==> images/placed.png <==
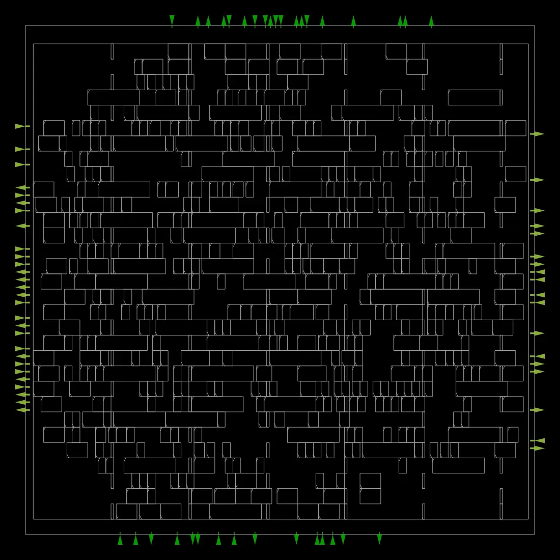
==> images/sizing.png <==
Drawn at 4 px/um.
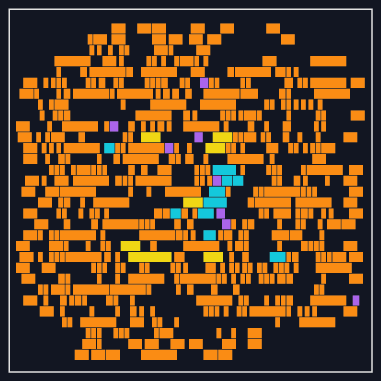
==> images/m3.png <==
Drawn at 3 px/um. Cells faint in the background.
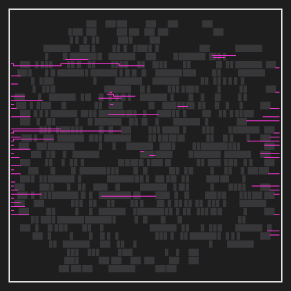
==> images/class_map.png <==
Drawn at 4 px/um.
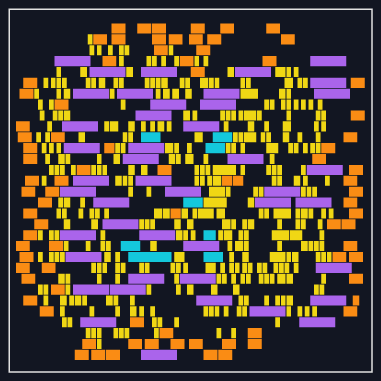
==> images/ff_map.png <==
Drawn at 4 px/um. Other sequential cells in the stronger gray, the rest of the logic in the fainter gray.
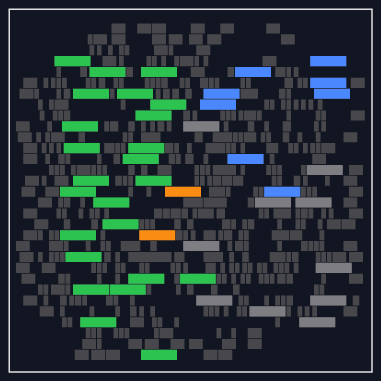
==> src/rtl/mantissa_normalizer_if.sv <==
// Valid/ready bus around the mantissa normalizer: raw pair in, normalized pair plus flags out.
// The normalizer sits on the slave side; the producer/consumer pair sits on the master side.
interface mantissa_normalizer_if #(
    parameter int WORD_SIZE = 24,
    parameter int EXP_W     = 8
);
    logic                 in_valid;
    logic                 in_ready;
    logic [WORD_SIZE-1:0] in_mant;
    logic [EXP_W-1:0]     in_exp;
    logic                 out_valid;
    logic                 out_ready;
    logic [WORD_SIZE-1:0] out_mant;
    logic [EXP_W-1:0]     out_exp;
    logic [EXP_W-1:0]     out_shift;
    logic                 out_zero;
    logic                 out_uflow;

    modport master (
        output in_valid, in_mant, in_exp, out_ready,
        input  in_ready, out_valid, out_mant, out_exp, out_shift, out_zero, out_uflow
    );

    modport slave (
        input  in_valid, in_mant, in_exp, out_ready,
        output in_ready, out_valid, out_mant, out_exp, out_shift, out_zero, out_uflow
    );
endinterface

==> src/rtl/mantissa_normalizer.sv <==
// Iterative normalizer: shifts the mantissa left one bit per cycle until the hidden bit is set,
// decrementing the exponent per shift and stopping early on a zero mantissa or exponent underflow.
module mantissa_normalizer #(
    parameter int WORD_SIZE = 24,
    parameter int EXP_W     = 8
) (
    input  logic                  clk,
    input  logic                  rstn,
    mantissa_normalizer_if.slave  bus
);

    typedef enum logic [1:0] {IDLE, SHIFT, DONE} state_t;

    state_t               state, state_nxt;
    logic [WORD_SIZE-1:0] mant_r, mant_nxt;
    logic [EXP_W-1:0]     exp_r, exp_nxt;
    logic [EXP_W-1:0]     cnt_r, cnt_nxt;
    logic                 zero_r, zero_nxt;
    logic                 uflow_r, uflow_nxt;

    always_ff @(posedge clk or negedge rstn) begin
        if (!rstn) begin
            state   <= IDLE;
            mant_r  <= '0;
            exp_r   <= '0;
            cnt_r   <= '0;
            zero_r  <= 1'b0;
            uflow_r <= 1'b0;
        end else begin
            state   <= state_nxt;
            mant_r  <= mant_nxt;
            exp_r   <= exp_nxt;
            cnt_r   <= cnt_nxt;
            zero_r  <= zero_nxt;
            uflow_r <= uflow_nxt;
        end
    end

    always_comb begin
        state_nxt = state;
        mant_nxt  = mant_r;
        exp_nxt   = exp_r;
        cnt_nxt   = cnt_r;
        zero_nxt  = zero_r;
        uflow_nxt = uflow_r;
        case (state)
            IDLE: begin
                if (bus.in_valid) begin
                    mant_nxt  = bus.in_mant;
                    exp_nxt   = bus.in_exp;
                    cnt_nxt   = '0;
                    zero_nxt  = 1'b0;
                    uflow_nxt = 1'b0;
                    state_nxt = SHIFT;
                end
            end
            SHIFT: begin
                // Checks are ordered so the exponent is tested before it could ever wrap.
                if (mant_r == '0) begin
                    zero_nxt  = 1'b1;
                    exp_nxt   = '0;
                    cnt_nxt   = '0;
                    state_nxt = DONE;
                end else if (mant_r[WORD_SIZE-1]) begin
                    state_nxt = DONE;
                end else if (exp_r == '0) begin
                    uflow_nxt = 1'b1;
                    state_nxt = DONE;
                end else begin
                    mant_nxt = {mant_r[WORD_SIZE-2:0], 1'b0};
                    exp_nxt  = exp_r - EXP_W'(1);
                    cnt_nxt  = cnt_r + EXP_W'(1);
                end
            end
            DONE: begin
                if (bus.out_ready) state_nxt = IDLE;
            end
            default: state_nxt = IDLE;
        endcase
    end

    assign bus.in_ready  = (state == IDLE);
    assign bus.out_valid = (state == DONE);
    assign bus.out_mant  = mant_r;
    assign bus.out_exp   = exp_r;
    assign bus.out_shift = cnt_r;
    assign bus.out_zero  = zero_r;
    assign bus.out_uflow = uflow_r;

endmodule
==> src/flat_wrapper.sv <==
// flat-port wrapper written by rule: the top's interface ports become plain ports
module mantissa_normalizer_flat 
#(
    parameter int WORD_SIZE = 24,
    parameter int EXP_W     = 8
)
  (clk, rstn, bus_in_valid, bus_in_mant, bus_in_exp, bus_out_ready, bus_in_ready, bus_out_valid, bus_out_mant, bus_out_exp, bus_out_shift, bus_out_zero, bus_out_uflow);
  mantissa_normalizer_if #(.WORD_SIZE(WORD_SIZE), .EXP_W(EXP_W)) bus_i ();
  input  logic clk;
  input  logic rstn;
  input wire logic [$bits(bus_i.in_valid)-1:0] bus_in_valid;
  input wire logic [$bits(bus_i.in_mant)-1:0] bus_in_mant;
  input wire logic [$bits(bus_i.in_exp)-1:0] bus_in_exp;
  input wire logic [$bits(bus_i.out_ready)-1:0] bus_out_ready;
  output wire logic [$bits(bus_i.in_ready)-1:0] bus_in_ready;
  output wire logic [$bits(bus_i.out_valid)-1:0] bus_out_valid;
  output wire logic [$bits(bus_i.out_mant)-1:0] bus_out_mant;
  output wire logic [$bits(bus_i.out_exp)-1:0] bus_out_exp;
  output wire logic [$bits(bus_i.out_shift)-1:0] bus_out_shift;
  output wire logic [$bits(bus_i.out_zero)-1:0] bus_out_zero;
  output wire logic [$bits(bus_i.out_uflow)-1:0] bus_out_uflow;
  assign bus_i.in_valid = bus_in_valid;
  assign bus_i.in_mant = bus_in_mant;
  assign bus_i.in_exp = bus_in_exp;
  assign bus_i.out_ready = bus_out_ready;
  assign bus_in_ready = bus_i.in_ready;
  assign bus_out_valid = bus_i.out_valid;
  assign bus_out_mant = bus_i.out_mant;
  assign bus_out_exp = bus_i.out_exp;
  assign bus_out_shift = bus_i.out_shift;
  assign bus_out_zero = bus_i.out_zero;
  assign bus_out_uflow = bus_i.out_uflow;
  mantissa_normalizer #(.WORD_SIZE(WORD_SIZE), .EXP_W(EXP_W)) u_core (.clk(clk), .rstn(rstn), .bus(bus_i));
endmodule
==> config.mk <==
export PLATFORM = sky130hd
export DESIGN_NAME = mantissa_normalizer_flat
export DESIGN_NICKNAME = d
export VERILOG_FILES = /design/src/rtl/mantissa_normalizer_if.sv /design/src/rtl/mantissa_normalizer.sv /design/src/flat_wrapper.sv
export SDC_FILE = /design/constraint.sdc
export NUM_CORES = 1
export LEC_CHECK = 0
export ABC_AREA = 1
export CELL_PAD_IN_SITES_DETAIL_PLACEMENT = 0
export CELL_PAD_IN_SITES_GLOBAL_PLACEMENT = 1
export CORE_UTILIZATION = 35
export DETAILED_ROUTE_END_ITERATION = 16
export PLACE_DENSITY = 0.85
export SYNTH_ARGS = -nofsm -noshare
export SYNTH_HDL_FRONTEND = slang
export SYNTH_SLANG_ARGS = --single-unit
==> constraint.sdc <==
create_clock -name clk -period 4.3 [get_ports clk]
set_clock_uncertainty 0.2 [all_clocks]
set_input_delay 0.86 -clock clk [delete_from_list [all_inputs] [get_ports clk]]
set_output_delay 0.86 -clock clk [all_outputs]
set_load 0.03 [all_outputs]
==> results.yml <==
# flow metrics
route:
  first_iter_violations: 98
  vias_per_cell: 4.73
finish:
  n_all_buffers: 83
  design_area_mm2: 0.00369
  clkCellAreaFrac_pct: 3.29
  dominant_cells: "logic gates"
  area.growth.synth_to_final_pct: 35.1
  lay_top_cells: "nand2_1 (216), clkdlybuf4s50_1 (78), dfrtp_1 (44)"
  buffer_area_share_pct: 22.1
  lay_top_count: "nand2_1"
  nets: 525
  layout.area.comb_mm2: 0.00142
yosys:
  synth-edff-count: 0
  synth-simple-area-share_pct: 47.2
  common_cells: "nand2_1 (216), dfrtp_1 (44), nand3_1 (43)"
  yosysTopAreaCell: "dfrtp_1"
  synth_seq_share_pct: 40.3
  fp_nets: 452
  netlist_instances: 413
  synthMuxAreaShare_pct: 0
  ys_cells: 413
  ff_type: "dfrtp_1"
place:
  place_ws_ns: 1.56
  portBuffers: 79
  dp_cells: 578
sta:
  tns_ns: 0
  post-route-period-util_pct: 64.8
  worst_slew_pin_slew_ns: 1.03
  fin_ws_ns: 1.52
  rsz0062_at_grt: "no"
clock_network:
  clk_path_buf_depth: 2
  numCtsBuffers: 5
  h-tree-depth: 2
  post_cts_resized: 0
  tritoncts: "yes"
  clk_pin_slew_ns: 0.09
  root_buffer: "clkbuf_8"
worst_setup_path:
  max_stage_delay_ns: 0.73
  slowest_stage: "clkdlybuf4s50_1"
die:
  taps: 99
  dieWidth_um: 90.3
pwr:
  power.switching_mw: 1.42
  power_top_consumer: "combinational logic"
  power_density_mw_per_mm2: 759
  p_seq_share_pct: 28.0
  swShare_pct: 50.8
  total_power_mw: 2.80
  p_int_mw: 1.38
  combPwrFrac_pct: 59.8
  leakage_nw: 1.91
grt:
  grt_first_pass_wirelength_um: 12900
  grt_overflow: 0
  grt_pass1_vias: 2696
min_path:
  hp-class: "reg -> reg"
flow_run:
  cap_violations: 0
status:
  outcome: "finished, final reports clean"
-- placed.png (at the start) --
non-filler cells, final: 586
Core Util, Final: 49.8%
Flops: 44
fraction of area in registers: 29.9%

-- sizing.png (at the start) --
x3 and x4 -> cyan  # cells 10, share 2.1%
x6 and larger -> yellow  # cells 7, share 1.4%
x2 -> purple  # cells 8, share 1.6%
x1 and smaller -> orange  # cells 462, share 95%

-- m3.png (at the start) --
main direction = horizontal
share of all routed wire = 4.6%

-- class_map.png (at the start) --
clock drivers and dummy loads -> cyan  # cells 8
registers -> purple  # cells 44
remaining buffers and delay cells -> orange  # cells 83
remaining logic cells -> yellow  # cells 352

-- ff_map.png (at the start) --
u_core.bus.out_shift -> blue  # flops 8
u_core.state -> orange  # flops 2
u_core.bus.out_mant -> green  # flops 24
not colored = 10

-- layer usage --
metal  share of wire, %  vias to the layer above  track usage [%]
li1                   -                     1416                -
met1                 48                     1282             25.8
met2                 47                       66             32.2
met3                4.6                        7             4.55
met4               0.79                        0             3.36
met5                  0                        -                0
-- final timing paths --
check,to,start,depth (start not counted),slack (ns)
max in group asynchronous,u_core.bus.out_exp[0],rstn,1,2.73
max reg2reg,u_core.bus.out_mant[3],u_core.bus.out_exp[0],10,1.57
min reg2reg,u_core.bus.out_uflow,u_core.bus.out_uflow,2,0.31
min,u_core.bus.out_uflow,u_core.bus.out_uflow,2,0.31
min in group asynchronous,u_core.bus.out_exp[2],rstn,1,0.53
max,bus_in_ready,u_core.state[0],2,1.52
Power is estimated from default activity; no workload was simulated.
